`src/rtl/i2s_rx_deframer.sv`:
```
// I2S receive deframer: recovers MSB-first words from sd/ws in the sclk domain
// and hands them out over a valid/ready port with channel tag and error flags.
package i2s_rx_deframer_pkg;
    typedef enum logic {F16BITS = 1'b0, F32BITS = 1'b1} frame_size_e;
    typedef struct packed {
        frame_size_e frame_size;
        logic        mute;
        logic        stop;
    } op_t;
endpackage

module i2s_rx_deframer
    import i2s_rx_deframer_pkg::*;
#(
    parameter int WIDTH = 32,
    parameter int CNT_W = 8
) (
    input  logic             clk_i,
    input  logic             rst_ni,
    input  logic             ws_i,
    input  logic             sd_i,
    input  op_t              op_i,
    output logic [WIDTH-1:0] dout_o,
    output logic             dout_ch_o,
    output logic             dout_valid_o,
    input  logic             dout_ready_i,
    output logic             locked_o,
    output logic             overrun_o,
    output logic             frame_err_o,
    output logic [CNT_W-1:0] err_cnt_o
);

    typedef enum logic [1:0] {IDLE, SHIFT, HOLD} state_e;

    state_e             state_q, state_d;
    logic               ws_q, armed_q;
    logic [4:0]         cnt_q, cnt_d;
    logic [WIDTH-1:0]   shreg_q, shreg_d;
    logic               n16_q, n16_d;
    logic               ch_q, ch_d;
    logic [WIDTH-1:0]   dout_q, dout_d;
    logic               dout_ch_q, dout_ch_d;
    logic               dout_valid_q, dout_valid_d;
    logic               overrun_q, overrun_d;
    logic               frame_err_q;
    logic [CNT_W-1:0]   err_cnt_q, err_cnt_d;

    logic               edge_det, complete, ferr, start, accept;
    logic [4:0]         last_bit;
    logic [WIDTH-1:0]   word;

    // ws_q tracks ws even while unarmed so the first post-reset cycle cannot fake an edge
    assign edge_det = armed_q && (ws_i != ws_q);
    assign last_bit = n16_q ? 5'd15 : 5'd31;

    always_comb begin
        state_d  = state_q;
        cnt_d    = cnt_q;
        shreg_d  = shreg_q;
        n16_d    = n16_q;
        ch_d     = ch_q;
        complete = 1'b0;
        ferr     = 1'b0;
        start    = 1'b0;
        if (op_i.stop) begin
            state_d = IDLE;
            cnt_d   = '0;
            shreg_d = '0;
        end else begin
            case (state_q)
                SHIFT: begin
                    if (cnt_q == last_bit) begin
                        complete = 1'b1;
                        state_d  = HOLD;
                        start    = edge_det;
                    end else if (edge_det) begin
                        ferr  = 1'b1;
                        start = 1'b1;
                    end else begin
                        shreg_d = {shreg_q[WIDTH-2:0], sd_i};
                        cnt_d   = cnt_q + 5'd1;
                    end
                end
                default: start = edge_det;
            endcase
            if (start) begin
                state_d = SHIFT;
                cnt_d   = '0;
                shreg_d = '0;
                n16_d   = (op_i.frame_size == F16BITS);
                ch_d    = ws_i;
            end
        end
    end

    always_comb begin
        word = {shreg_q[WIDTH-2:0], sd_i};
        if (n16_q)
            word[WIDTH-1:16] = '0;
        if (op_i.mute)
            word = '0;
    end

    always_comb begin
        accept       = !dout_valid_q || dout_ready_i;
        dout_d       = dout_q;
        dout_ch_d    = dout_ch_q;
        dout_valid_d = dout_valid_q && !dout_ready_i;
        if (complete && accept) begin
            dout_d       = word;
            dout_ch_d    = ch_q;
            dout_valid_d = 1'b1;
        end
        overrun_d = complete && !accept;
        err_cnt_d = (ferr && (err_cnt_q != '1)) ? err_cnt_q + CNT_W'(1) : err_cnt_q;
    end

    always_ff @(posedge clk_i or negedge rst_ni) begin
        if (!rst_ni) begin
            state_q      <= IDLE;
            ws_q         <= 1'b0;
            armed_q      <= 1'b0;
            cnt_q        <= '0;
            shreg_q      <= '0;
            n16_q        <= 1'b0;
            ch_q         <= 1'b0;
            dout_q       <= '0;
            dout_ch_q    <= 1'b0;
            dout_valid_q <= 1'b0;
            overrun_q    <= 1'b0;
            frame_err_q  <= 1'b0;
            err_cnt_q    <= '0;
        end else begin
            state_q      <= state_d;
            ws_q         <= ws_i;
            armed_q      <= 1'b1;
            cnt_q        <= cnt_d;
            shreg_q      <= shreg_d;
            n16_q        <= n16_d;
            ch_q         <= ch_d;
            dout_q       <= dout_d;
            dout_ch_q    <= dout_ch_d;
            dout_valid_q <= dout_valid_d;
            overrun_q    <= overrun_d;
            frame_err_q  <= ferr;
            err_cnt_q    <= err_cnt_d;
        end
    end

    assign dout_o       = dout_q;
    assign dout_ch_o    = dout_ch_q;
    assign dout_valid_o = dout_valid_q;
    assign locked_o     = (state_q != IDLE);
    assign overrun_o    = overrun_q;
    assign frame_err_o  = frame_err_q;
    assign err_cnt_o    = err_cnt_q;

endmodule
```
`config.mk`:
```
export PLATFORM = sky130hd
export DESIGN_NAME = i2s_rx_deframer
export DESIGN_NICKNAME = d
export VERILOG_FILES = /design/src/rtl/i2s_rx_deframer.sv
export SDC_FILE = /design/constraint.sdc
export NUM_CORES = 1
export LEC_CHECK = 0
export CORE_MARGIN = 2
export CORE_UTILIZATION = 50
export CTS_BUF_LIST = sky130_fd_sc_hd__clkbuf_8
export DETAILED_ROUTE_END_ITERATION = 8
export PLACE_DENSITY_LB_ADDON = 0.15
export SKIP_LAST_GASP = 1
export SYNTH_ARGS = -nofsm -noshare
export SYNTH_HDL_FRONTEND = slang
export SYNTH_SLANG_ARGS = --single-unit
```
`constraint.sdc`:
```
create_clock -name clk_i -period 1.71 [get_ports clk_i]
set_input_delay 0.342 -clock clk_i [delete_from_list [all_inputs] [get_ports clk_i]]
set_output_delay 0.342 -clock clk_i [all_outputs]
set_load 0.01 [all_outputs]
```
==> impl_metrics.ini, run 1 <==
; physical design summary
[cts]
clk_pin_slew_ns = 0.08
cts-root-buf = clkbuf_8
cts_buffers = 9
clk_latency_ns = 0.35
cts.htree.levels = 3
cts_resized = 6

[worst_setup_path]
r2r.worst_path.cells = 5
cp_num_buf_inv = 1
critPathLaunch = err_cnt_o[5]
r2r-end = err_cnt_o[1]
cp_cell_sequence = clkdlybuf4s50_1
cp.arrival_ns = 1.32
crit_slowest_cell = clkdlybuf4s50_1

[min_path]
hp-class = input port to async pin

[power]
total_power_mw = 3.832
p_sw_mw = 0.9510
pwr-share-seq_pct = 55.3
power_frac_clock_pct = 33.2
leakagePower_nw = 2.005
power_density_nw_per_um2 = 841.2

[floorplanning]
placementRows = 30
core_area_um2 = 6794
fp.dieW_um = 87.57
ios = 53

[synthesis]
ys_area_um2 = 3492
top_cells_by_count = dfrtp_1, nand2_1, o21ai_0
yosys_warnings = 0
xor_share_pct = 2.974
yosys_register_bits = 86
yosysMostFrequentCell = dfrtp_1
top_area_cell = dfrtp_1
syn-cell-area_um2 = 3492
syn_area_per_cell_um2 = 11.53
synth_cell_type_count = 39
synthCells = 303

[final_timing]
timing.final.ws_setup_ns = 0.04535
timing.hold.ws_ns = 0.4639
finalSetupViolations = 0
max_freq_mhz = 600.7
period_used_pct = 97.35
setup_tns_ns = 0
fin_skew_ns = 0.007240

[grt]
grtUsageMet3_pct = 3.205
grt_pass1_vias = 2288
grt_overflow = 0

[final_layout]
regArea_um2 = 2152
final_common_cell = dfrtp_1
fillCellCount = 561
largest_reg_flops = 32
num-nets-final = 390

[run_status]
outcome = finished, final reports clean

[placement]
gp_congestion = 0.7997
placed_cell_area_um2 = 4230

[drt]
route.detailed.drc = 0
drtIter0Drc = 196
wl_met1_mm = 3.270
vias_per_cell = 5.175
Run 1, I/O pins on the die edge:
Drawn at 4 px/µm. Pins as bars across the die edge, other pins in grey.
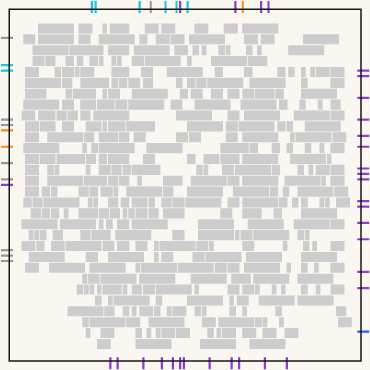
colour	port	pins	direction	edge
blue	rst_ni	1	input	right
purple	dout_o	32	output	15 right, 12 bottom, 4 top, 1 left
cyan	err_cnt_o	8	output	6 top, 2 left
orange	op_i	3	input	2 left, 1 top
all pins by edge	16 right, 13 left, 12 bottom, 12 top

Run 1, cell density map:
Drawn at 4 px/µm. 9 x 9 tiles, from black (low) to pale yellow (high), 0 to 100% covered.
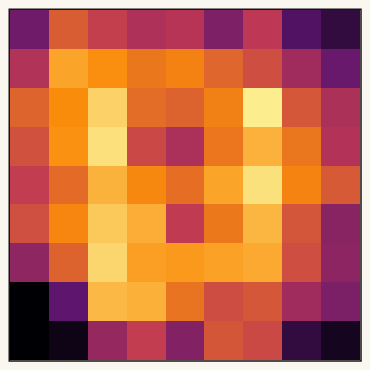
tiles over 75% full	26%
mean over tiles	58%
fullest tile	96%
nearly empty tiles	2.5%
emptiest ninth of the die	bottom left

Run 1, wiring by layer:
Drawn at 3 px/µm.
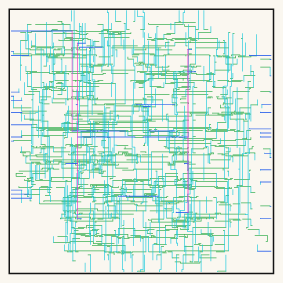
colour	layer	wire length
green	met1	3270 µm
blue	met3	222 µm
cyan	met2	3110 µm
magenta	met4	146 µm
All-Layer GR Usage: 18.72%
routed length per instance: 14.08 µm

Run 1, placed cells, one colour a class:
Drawn at 3 px/µm.
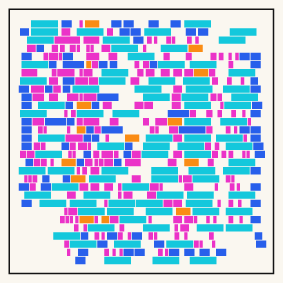

## Run 2: what changed since run 1
Settings changed: CORE_ASPECT_RATIO from default to 1.75, CORE_MARGIN 2 to 1, DONT_BUFFER_PORTS from default to 1.
Run 2, placed cells, one colour a class:
Drawn at 3 px/µm.
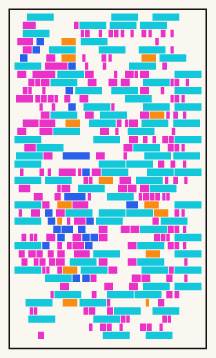
colour	class	cells
magenta	all other logic	200
orange	clock drivers and dummy loads	14
cyan	flip-flops	86
blue	other buffers and delay cells	23

Run 2, wiring by layer:
Drawn at 3 px/µm.
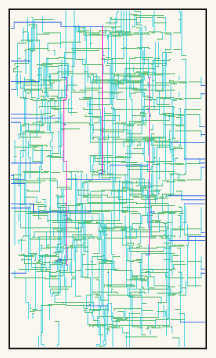
colour	layer	wire length
magenta	met4	173 µm
cyan	met2	3360 µm
green	met1	2870 µm
blue	met3	261 µm
routed length per instance: 16.36 µm
routed via count: 2282
routed wire length: 6.660 mm
All-Layer GR Usage: 19.74%

Run 2, clock routing:
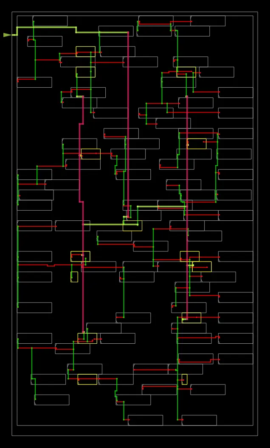
flop count: 86
Power Clock: 1.28 mW
TritonCTS Buffers: 9
Clock Latency Late Sink: 0.35 ns

==> impl_metrics.ini, run 2 <==
; physical design summary
[drt]
vias_per_cell = 5.607
route.detailed.drc = 0
wl_met1_mm = 2.865
drtIter0Drc = 180

[worst_setup_path]
r2r.worst_path.cells = 6
crit_slowest_cell = dfrtp_1
critPathLaunch = cnt_q[1]
r2r-end = err_cnt_o[1]
cp_num_buf_inv = 1
cp.arrival_ns = 1.96
cp_cell_sequence = ha_2 -> and3_4 -> a21o_4 -> buf_6 -> nor3_4 -> mux2_4

[final_layout]
final_common_cell = dfrtp_1
largest_reg_flops = 32
nClkBuffers = 12
num-nets-final = 330
fillCellCount = 606
buffer_area_share_pct = 5.354
regArea_um2 = 2152

[min_path]
hp-class = input port to async pin

[final_timing]
max_freq_mhz = 582.2
timing.hold.ws_ns = -0.3230
finalSetupViolations = 1
setup_tns_ns = -0.007668
timing.final.ws_setup_ns = -0.007668
finalHoldViolations = 86
fin_skew_ns = 0.006108
period_used_pct = 100.4

[placement]
placed_cell_area_um2 = 3662
gp_congestion = 0.7576
place_inst = 389
pre_cts_slack_ns = -0.1009

[power]
power_frac_clock_pct = 34.4
power_density_nw_per_um2 = 945.8
p_sw_mw = 0.8696
pwr-share-seq_pct = 57.1
total_power_mw = 3.713

[grt]
grt_pass1_vias = 2297
grt_overflow = 0
use_met1_pct = 24.04
grt_pass1_wl_mm = 10.98
grtUsageMet3_pct = 3.760

[run_status]
violations = negative hold slack, negative setup slack
outcome = complete, but fails checks

[cts]
cts_resized = 7
clk_pin_slew_ns = 0.08
cts.htree.levels = 3
clockBufferDepth = 2
cts-root-buf = clkbuf_8

[synthesis]
ys_area_um2 = 3492
yosys_register_bits = 86
xor_share_pct = 2.974
yosys_warnings = 0
top_area_cell = dfrtp_1
syn-cell-area_um2 = 3492
top_cells_by_count = dfrtp_1, nand2_1, o21ai_0
synth_cell_type_count = 39
syn_area_per_cell_um2 = 11.53

[floorplanning]
core_area_um2 = 6807
ios = 53
fp.dieW_um = 65.18
placementRows = 40
initial_utilization_pct = 51.31
## Run 3: what changed since run 2
Settings changed: SETUP_SLACK_MARGIN from default to 0.15.
Run 3, cell density map:
Drawn at 4 px/µm. 7 x 11 tiles, from black (low) to pale yellow (high), 0 to 100% covered.
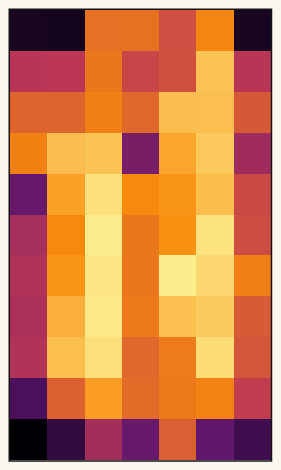
core area: 6807 µm²
final core occ: 69.80%

Run 3, I/O pins on the die edge:
Drawn at 4 px/µm. Pins as bars across the die edge, other pins in grey.
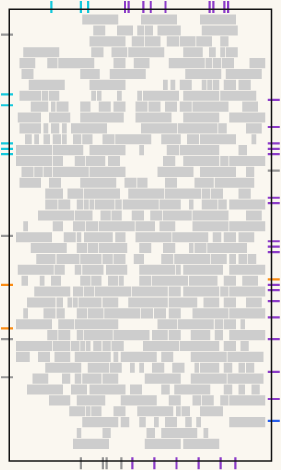
colour	port	pins	direction	edge
orange	op_i	3	input	2 left, 1 right
purple	dout_o	32	output	17 right, 9 top, 6 bottom
cyan	err_cnt_o	8	output	5 left, 3 top
blue	rst_ni	1	input	right
all pins by edge	20 right, 12 top, 11 left, 10 bottom
I/O Buffers: 0
Die Height: 112.6 µm
Chip Width: 65.18 µm

Run 3, placed cells, one colour a class:
Drawn at 3 px/µm.
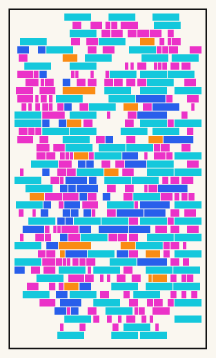
colour	class	cells
blue	other buffers and delay cells	51
magenta	all other logic	200
cyan	flip-flops	86
orange	clock drivers and dummy loads	16
# rows: 40
final instance area: 4751 µm²

==> impl_metrics.ini, run 3 <==
; physical design summary
[final_timing]
setup_tns_ns = -0.06460
timing.hold.ws_ns = -0.3425
max_freq_mhz = 577.2
finalSetupViolations = 7
finalHoldViolations = 86
timing.final.ws_setup_ns = -0.02241
period_used_pct = 101.3

[synthesis]
synthCells = 303
syn-cell-area_um2 = 3492
syn_area_per_cell_um2 = 11.53
yosysMostFrequentCell = dfrtp_1
xor_share_pct = 2.974
yosys_warnings = 0
ys_area_um2 = 3492

[floorplanning]
initial_utilization_pct = 51.31

[cts]
clockBufferDepth = 2
cts-root-buf = clkbuf_8
clk_pin_slew_ns = 0.09

[drt]
drtIter0Drc = 171
route.detailed.drc = 0
post_drt_wl_per_cell_um = 20.51
num_vias = 2542
vias_per_cell = 5.817

[run_status]
outcome = complete, but fails checks
violations = negative hold slack, negative setup slack

[worst_setup_path]
r2r.worst_path.cells = 8
cp.arrival_ns = 1.99
crit_slowest_cell = dfrtp_1
cp_num_buf_inv = 3

[power]
powerClk_mw = 1.66
p_sw_mw = 0.9770
leakagePower_nw = 2.118
power_density_nw_per_um2 = 889.2
pwr-share-seq_pct = 50.2

[grt]
grt_pass1_wl_mm = 13.63
grtUsageMet3_pct = 7.825
use_met1_pct = 29.14
track_usage_pct = 25.30

[final_layout]
final_common_cell = dfrtp_1
nClkBuffers = 12
largest_reg_flops = 32
flop-count = 86
buffer_area_share_pct = 14.77
num-nets-final = 358

[placement]
placed_cell_area_um2 = 3682
pre_cts_slack_ns = -0.1260
Power is estimated from default activity; no workload was simulated.
